**Routing congestion map**

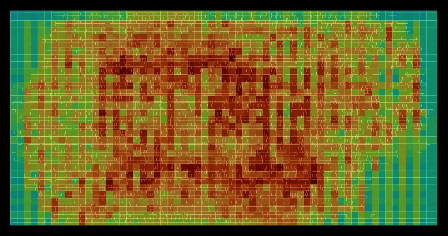
**Placement by cell class**

The bar under the picture is 100 µm long.
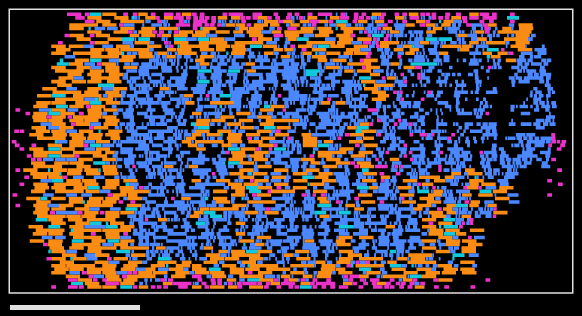
**Supply network**

Pins as bars on the die edge. Tap cells in gray.
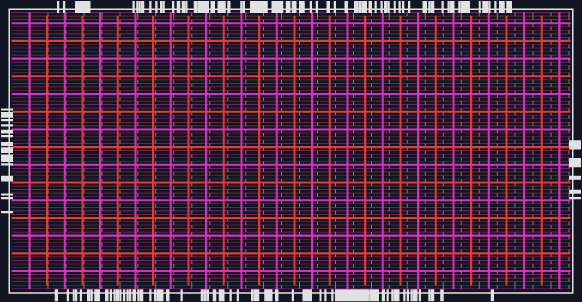
===== config.mk =====
export PLATFORM = sky130hd
export DESIGN_NAME = aipp_t_noc_deflect_router
export DESIGN_NICKNAME = d
export VERILOG_FILES = /design/src/rtl/aipp_t_noc_pkg.sv /design/src/rtl/aipp_t_noc_fifo.sv /design/src/rtl/aipp_t_noc_deflect_router.sv
export SDC_FILE = /design/constraint.sdc
export NUM_CORES = 2
export LEC_CHECK = 0
export CAP_MARGIN = 20
export CORE_ASPECT_RATIO = 0.5
export CORE_MARGIN = 1
export CORE_UTILIZATION = 49
export DETAILED_ROUTE_END_ITERATION = 8
export PLACE_DENSITY = 0.68
export SLEW_MARGIN = 20
export SYNTH_ARGS = -nofsm -noshare
export SYNTH_HDL_FRONTEND = slang
export SYNTH_SLANG_ARGS = --single-unit

===== constraint.sdc =====
create_clock -name clk -period 8 [get_ports clk]
set_clock_uncertainty 0.1 [all_clocks]
set_input_delay 1.2 -clock clk [delete_from_list [all_inputs] [get_ports clk]]
set_output_delay 1.2 -clock clk [all_outputs]
set_load 0.01 [all_outputs]

===== src/rtl/aipp_t_noc_pkg.sv =====
// Shared definitions for the thermal-deflection NoC router family:
// sizing helper, flit field layout and the deflection search used by
// routers and models alike.
package aipp_t_noc_pkg;

  // Largest port count the deflection search supports.
  localparam int MAX_PORTS = 32;
  localparam int TGT_W     = 5;

  // Flit layout inside a FIFO word: {dest, data}, data at bit 0.
  localparam int FLIT_DATA_LSB = 0;

  function automatic int flit_dest_lsb(input int data_width);
    return FLIT_DATA_LSB + data_width;
  endfunction

  function automatic int clog2(input int value);
    int r;
    r = 0;
    while ((1 << r) < value) r++;
    return r;
  endfunction

  // Result of resolving one head flit against the inhibit mask.
  typedef struct packed {
    logic             found;
    logic             deflected;
    logic [TGT_W-1:0] target;
  } route_t;

  // First non-inhibited output at or after dest, walking upwards and
  // wrapping. found=0 when every output is inhibited.
  function automatic route_t deflect_search(input logic [MAX_PORTS-1:0] inhibit,
                                            input logic [TGT_W-1:0]     dest,
                                            input int unsigned          num_ports);
    route_t      r;
    int unsigned idx;
    r   = '0;
    idx = 0;
    if (!inhibit[dest]) begin
      r.found  = 1'b1;
      r.target = dest;
    end else begin
      for (int unsigned k = 1; k < MAX_PORTS; k++) begin
        if (!r.found && (k < num_ports)) begin
          idx = 32'(dest) + k;
          if (idx >= num_ports) idx = idx - num_ports;
          if (!inhibit[idx[TGT_W-1:0]]) begin
            r.found     = 1'b1;
            r.deflected = 1'b1;
            r.target    = idx[TGT_W-1:0];
          end
        end
      end
    end
    return r;
  endfunction

endpackage


===== src/rtl/aipp_t_noc_fifo.sv =====
// Synchronous FIFO holding one input's flits; registered occupancy count.
module aipp_t_noc_fifo
  import aipp_t_noc_pkg::*;
#(
  parameter int WIDTH = 34,
  parameter int DEPTH = 4,
  localparam int AW   = clog2(DEPTH),
  localparam int CW   = AW + 1
) (
  input  logic             clk,
  input  logic             rst,
  input  logic             push,
  input  logic [WIDTH-1:0] wr_data,
  input  logic             pop,
  output logic [WIDTH-1:0] rd_data,
  output logic             full,
  output logic             empty,
  output logic [CW-1:0]    count
);

  logic [WIDTH-1:0] mem [DEPTH];
  logic [AW-1:0]    wr_ptr;
  logic [AW-1:0]    rd_ptr;
  logic [CW-1:0]    count_q;
  logic             do_push;
  logic             do_pop;

  assign full    = (count_q == CW'(DEPTH));
  assign empty   = (count_q == '0);
  assign count   = count_q;
  assign do_push = push && !full;
  assign do_pop  = pop && !empty;
  assign rd_data = mem[rd_ptr];

  // Pointer and occupancy update; simultaneous push and pop cancel out.
  // NOTE: state registers use non-blocking assignment so every always_ff reads pre-edge values.
  always_ff @(posedge clk) begin
    if (rst) begin
      wr_ptr  <= '0;
      rd_ptr  <= '0;
      count_q <= '0;
    end else begin
      if (do_push) wr_ptr <= wr_ptr + AW'(1);
      if (do_pop)  rd_ptr <= rd_ptr + AW'(1);
      count_q <= count_q + CW'(do_push) - CW'(do_pop);
    end
  end

  // Storage write.
  // NOTE: the array has no reset; its contents are only visible through count-qualified pointers.
  always_ff @(posedge clk) begin
    if (do_push) mem[wr_ptr] <= wr_data;
  end

endmodule


===== src/rtl/aipp_t_noc_deflect_router.sv =====
// N-port thermal-deflection router: per-input FIFO, deflection search on
// each head, per-output round-robin arbiter with an output register, a
// registered quiesce acknowledge and a saturating deflection counter.
module aipp_t_noc_deflect_router
  import aipp_t_noc_pkg::*;
#(
  parameter int DATA_WIDTH = 32,
  parameter int NUM_PORTS  = 4,
  parameter int FIFO_DEPTH = 4,
  parameter int CNT_W      = 16,
  localparam int DEST_W    = clog2(NUM_PORTS)
) (
  input  logic                            clk,
  input  logic                            rst,
  input  logic [NUM_PORTS-1:0]            thermal_inhibit,
  output logic [NUM_PORTS-1:0]            thermal_ack,
  input  logic [NUM_PORTS-1:0]            in_valid,
  input  logic [NUM_PORTS*DATA_WIDTH-1:0] in_data,
  input  logic [NUM_PORTS*DEST_W-1:0]     in_dest,
  output logic [NUM_PORTS-1:0]            in_ready,
  output logic [NUM_PORTS-1:0]            out_valid,
  output logic [NUM_PORTS*DATA_WIDTH-1:0] out_data,
  output logic [NUM_PORTS-1:0]            out_deflected,
  input  logic [NUM_PORTS-1:0]            out_ready,
  output logic [CNT_W-1:0]                deflect_cnt
);

  localparam int FW     = DATA_WIDTH + DEST_W;
  localparam int DST_LO = flit_dest_lsb(DATA_WIDTH);
  localparam int FCW    = clog2(FIFO_DEPTH) + 1;

  logic [MAX_PORTS-1:0]           inhibit_ext;
  logic [FW-1:0]                  head [NUM_PORTS];
  route_t                         route [NUM_PORTS];
  logic [NUM_PORTS-1:0]           head_ok;
  logic [NUM_PORTS-1:0]           fifo_full;
  logic [NUM_PORTS-1:0]           fifo_empty;
  logic [NUM_PORTS-1:0]           pop;
  logic [NUM_PORTS*NUM_PORTS-1:0] gnt_flat;
  logic [NUM_PORTS-1:0]           defl_grant;
  logic [CNT_W-1:0]               cnt_q;
  logic [CNT_W:0]                 cnt_sum;

  assign inhibit_ext = MAX_PORTS'(thermal_inhibit);
  assign deflect_cnt = cnt_q;

  // Input side: one FIFO per port and target resolution of its head.
  for (genvar p = 0; p < NUM_PORTS; p++) begin : g_in
    logic [FCW-1:0] fifo_count;

    aipp_t_noc_fifo #(.WIDTH(FW), .DEPTH(FIFO_DEPTH)) u_fifo (
      .clk     (clk),
      .rst     (rst),
      .push    (in_valid[p] && !fifo_full[p] && !rst),
      .wr_data ({in_dest[p*DEST_W +: DEST_W], in_data[p*DATA_WIDTH +: DATA_WIDTH]}),
      .pop     (pop[p]),
      .rd_data (head[p]),
      .full    (fifo_full[p]),
      .empty   (fifo_empty[p]),
      .count   (fifo_count)
    );

    // Held low through reset so nothing is accepted while the FIFO clears.
    assign in_ready[p] = !rst && (fifo_count < FCW'(FIFO_DEPTH));

    // Out-of-range destinations fold back into the port range.
    assign route[p] = deflect_search(inhibit_ext,
                                     TGT_W'(32'(head[p][DST_LO +: DEST_W]) % NUM_PORTS),
                                     NUM_PORTS);
    assign head_ok[p] = !fifo_empty[p] && route[p].found;
  end

  // Output side: round-robin arbiter and output register per port.
  for (genvar o = 0; o < NUM_PORTS; o++) begin : g_out
    logic [NUM_PORTS-1:0]  req;
    logic [NUM_PORTS-1:0]  gnt;
    logic                  any_gnt;
    logic [DEST_W-1:0]     rr_next;
    logic [DATA_WIDTH-1:0] gnt_data;
    logic                  gnt_defl;
    logic                  can_load;
    logic [DEST_W-1:0]     rr_q;
    logic                  valid_q;
    logic                  defl_q;
    logic                  ack_q;
    logic [DATA_WIDTH-1:0] data_q;

    assign can_load = !valid_q || out_ready[o];

    // Pick the first requesting input at or after rr_q; never grant an inhibited output.
    always_comb begin
      int idx;
      // NOTE: every combinational output gets a default first so no path infers a latch.
      req      = '0;
      gnt      = '0;
      any_gnt  = 1'b0;
      rr_next  = rr_q;
      gnt_data = '0;
      gnt_defl = 1'b0;
      idx      = 0;
      for (int p = 0; p < NUM_PORTS; p++)
        req[p] = head_ok[p] && (route[p].target == TGT_W'(o));
      if (can_load && !thermal_inhibit[o]) begin
        for (int i = 0; i < NUM_PORTS; i++) begin
          idx = int'(rr_q) + i;
          if (idx >= NUM_PORTS) idx = idx - NUM_PORTS;
          if (!any_gnt && req[idx]) begin
            any_gnt  = 1'b1;
            gnt[idx] = 1'b1;
            gnt_data = head[idx][DATA_WIDTH-1:0];
            gnt_defl = route[idx].deflected;
            rr_next  = (idx == NUM_PORTS - 1) ? '0 : DEST_W'(idx + 1);
          end
        end
      end
    end

    // Output register, pointer advance and quiesce acknowledge.
    always_ff @(posedge clk) begin
      if (rst) begin
        rr_q    <= '0;
        valid_q <= 1'b0;
        data_q  <= '0;
        defl_q  <= 1'b0;
        ack_q   <= 1'b0;
      end else begin
        if (any_gnt) begin
          valid_q <= 1'b1;
          data_q  <= gnt_data;
          defl_q  <= gnt_defl;
          rr_q    <= rr_next;
        end else if (out_ready[o]) begin
          valid_q <= 1'b0;
        end
        ack_q <= thermal_inhibit[o] && (!valid_q || out_ready[o]);
      end
    end

    assign gnt_flat[o*NUM_PORTS +: NUM_PORTS]   = gnt;
    assign defl_grant[o]                        = any_gnt && gnt_defl;
    assign out_valid[o]                         = valid_q;
    assign out_deflected[o]                     = defl_q;
    assign thermal_ack[o]                       = ack_q;
    assign out_data[o*DATA_WIDTH +: DATA_WIDTH] = data_q;
  end

  // An input is popped when any output granted it (at most one can).
  always_comb begin
    pop = '0;
    for (int o = 0; o < NUM_PORTS; o++)
      for (int p = 0; p < NUM_PORTS; p++)
        if (gnt_flat[o*NUM_PORTS + p]) pop[p] = 1'b1;
  end

  // Saturating sum of deflected grants; the extra bit catches the overflow.
  assign cnt_sum = {1'b0, cnt_q} + (CNT_W+1)'($countones(defl_grant));

  // Deflection counter.
  always_ff @(posedge clk) begin
    if (rst)               cnt_q <= '0;
    else if (cnt_sum[CNT_W]) cnt_q <= '1;
    else                   cnt_q <= cnt_sum[CNT_W-1:0];
  end

endmodule


==> results_slide.txt <==
Flow Results at a Glance

Outcome
  – Status: finished, final reports clean

Layout
  – # diodes: 14
  – Comb area: 23,000 µm²
  – Flop count: 744
  – Data buffer area share: 0.0729
  – Comb/total area: 0.449
  – Most numerous logic cell after layout: edfxtp_1
  – Layout Utilization: 0.563
  – Fraction of area in registers: 0.397
  – Fillcell total: 7,541
  – Design Area, Final: 51,300 µm²
  – # clk buffers: 97
  – Signal buffers: 393
  – Top reg by flops: g_in.u_fifo.mem
  – Area growth from synthesis to layout: 13.4%

Synthesis
  – Chip Area, Yosys: 45,200 µm²
  – Most frequent cell after synthesis: edfxtp_1
  – Syn Nets: 4,183
  – Ys flop type: edfxtp_1
  – Post-synth EDFFs: 544
  – Cell Type Count: 94
  – Post-Synth AOI/OAI Area: 0.174
  – Synth area leaders: edfxtp_1 (36%), mux4_2 (17%), dfxtp_1 (8.8%)
  – # Cells Yosys: 3,954
  – Cell taking the most area after synthesis: edfxtp_1
  – Fraction of registers with async set/reset: 0
  – Post-Syn Instances: 3,954
  – Top cells by count: edfxtp_1 (544), nor2_1 (376), mux4_2 (333)

Floorplanning
  – Die area: 93,600 µm²
  – Core Rows: 78
  – Die X: 432 µm
  – Starting Density: 0.497

Route
  – Final WL: 161,000 µm
  – Drt first pass iters: 8
  – DRC: 0
  – Post-route antenna net violation count: 0
  – DR vias/cell: 7.10
  – First DRT Iteration DRCs: 6,123

Final timing
  – RSZ-0062 raised after global routing: false
  – Post-layout period usage: 0.939
  – Final Critical Period: 7510 ps
  – Slew HR: 0.204
  – Max Slew Vio Count: 0
  – Final worst-path setup slack: 490 ps
  – Fin Setup TNS: 0 ps

Global routing
  – Overflow after GRT: 0

Placed design
  – Port Buffers: 309
  – Placed cells: 5,156
  – GPL Wtd Cong: 0.912

Pwr
  – Cell internal pwr: 10.5 mW
  – Clk pwr: 3.37 mW
  – Leakage power: 15.9 nW
  – Flop+latch power: 4.92 mW
  – Total net switching power: 8.75 mW
  – Sequential fraction of design power: 0.256

Worst setup path
  – Critical path destination: deflect_cnt[10]
  – R2r setup slk: 490 ps
  – FF-to-FF path depth: 21
  – Worst setup EP type: register
  – CP arrival: 7930 ps
  – Critical path class: reg -> reg

Hold path
  – Hold_sp: g_out[2].defl_q
  – Hold path depth: 2

Clock tree
  – Resize count post-CTS: 0
  – CTS root buf: clkbuf_16
  – CTS tree: yes
  – Clock Path Buffers: 3
  – H-tree depth: 3
  – CTS Hold Bufs: 0
## Picture notes: 'routing congestion map'
gr busiest metal: met1
Avg WL per Cell: 30.4 µm
grt met1 use: 0.491
GRT Util Overall: 0.338

## Picture notes: 'placement by cell class'
Key: clock drivers and dummy loads = cyan [cells 130, share of their area 4.6%]; registers = orange [cells 744, share of their area 41%]; remaining logic cells = blue [cells 2,779, share of their area 47%]; remaining buffers and delay cells = magenta [cells 393, share of their area 7.5%]

## Picture notes: 'supply network'
Key: VDD = red; VSS = magenta
31 straps on met4. 1,240 tap cells. 79 met1 rails follow the rows. 15 straps on met5.

[metal layers]
metal	vias up	global-route usage	part of all wire
li1	15700	-	-
met1	18700	0.491	0.40
met2	2713	0.474	0.41
met3	531	0.0939	0.14
met4	18	0.141	0.048
met5	-	0	0.00073
[critical path, stage by stage, from the launching register on]
cell and delay (ps):
dfxtp_4 350, buf_4 410, inv_1 190, mux2_4 390, ha_1 510, mux4_2 380, a222oi_1 470, a21oi_1 180
a221o_1 490, nor4_1 440, o32ai_1 310, or4_1 560, o221ai_1 100, a211o_1 140, nand2_1 90, fa_1 490
inv_1 60, fa_1 460, fa_1 500, nand4_1 200, or3_1 410, a31oi_1 140
Power is estimated from default activity; no workload was simulated.
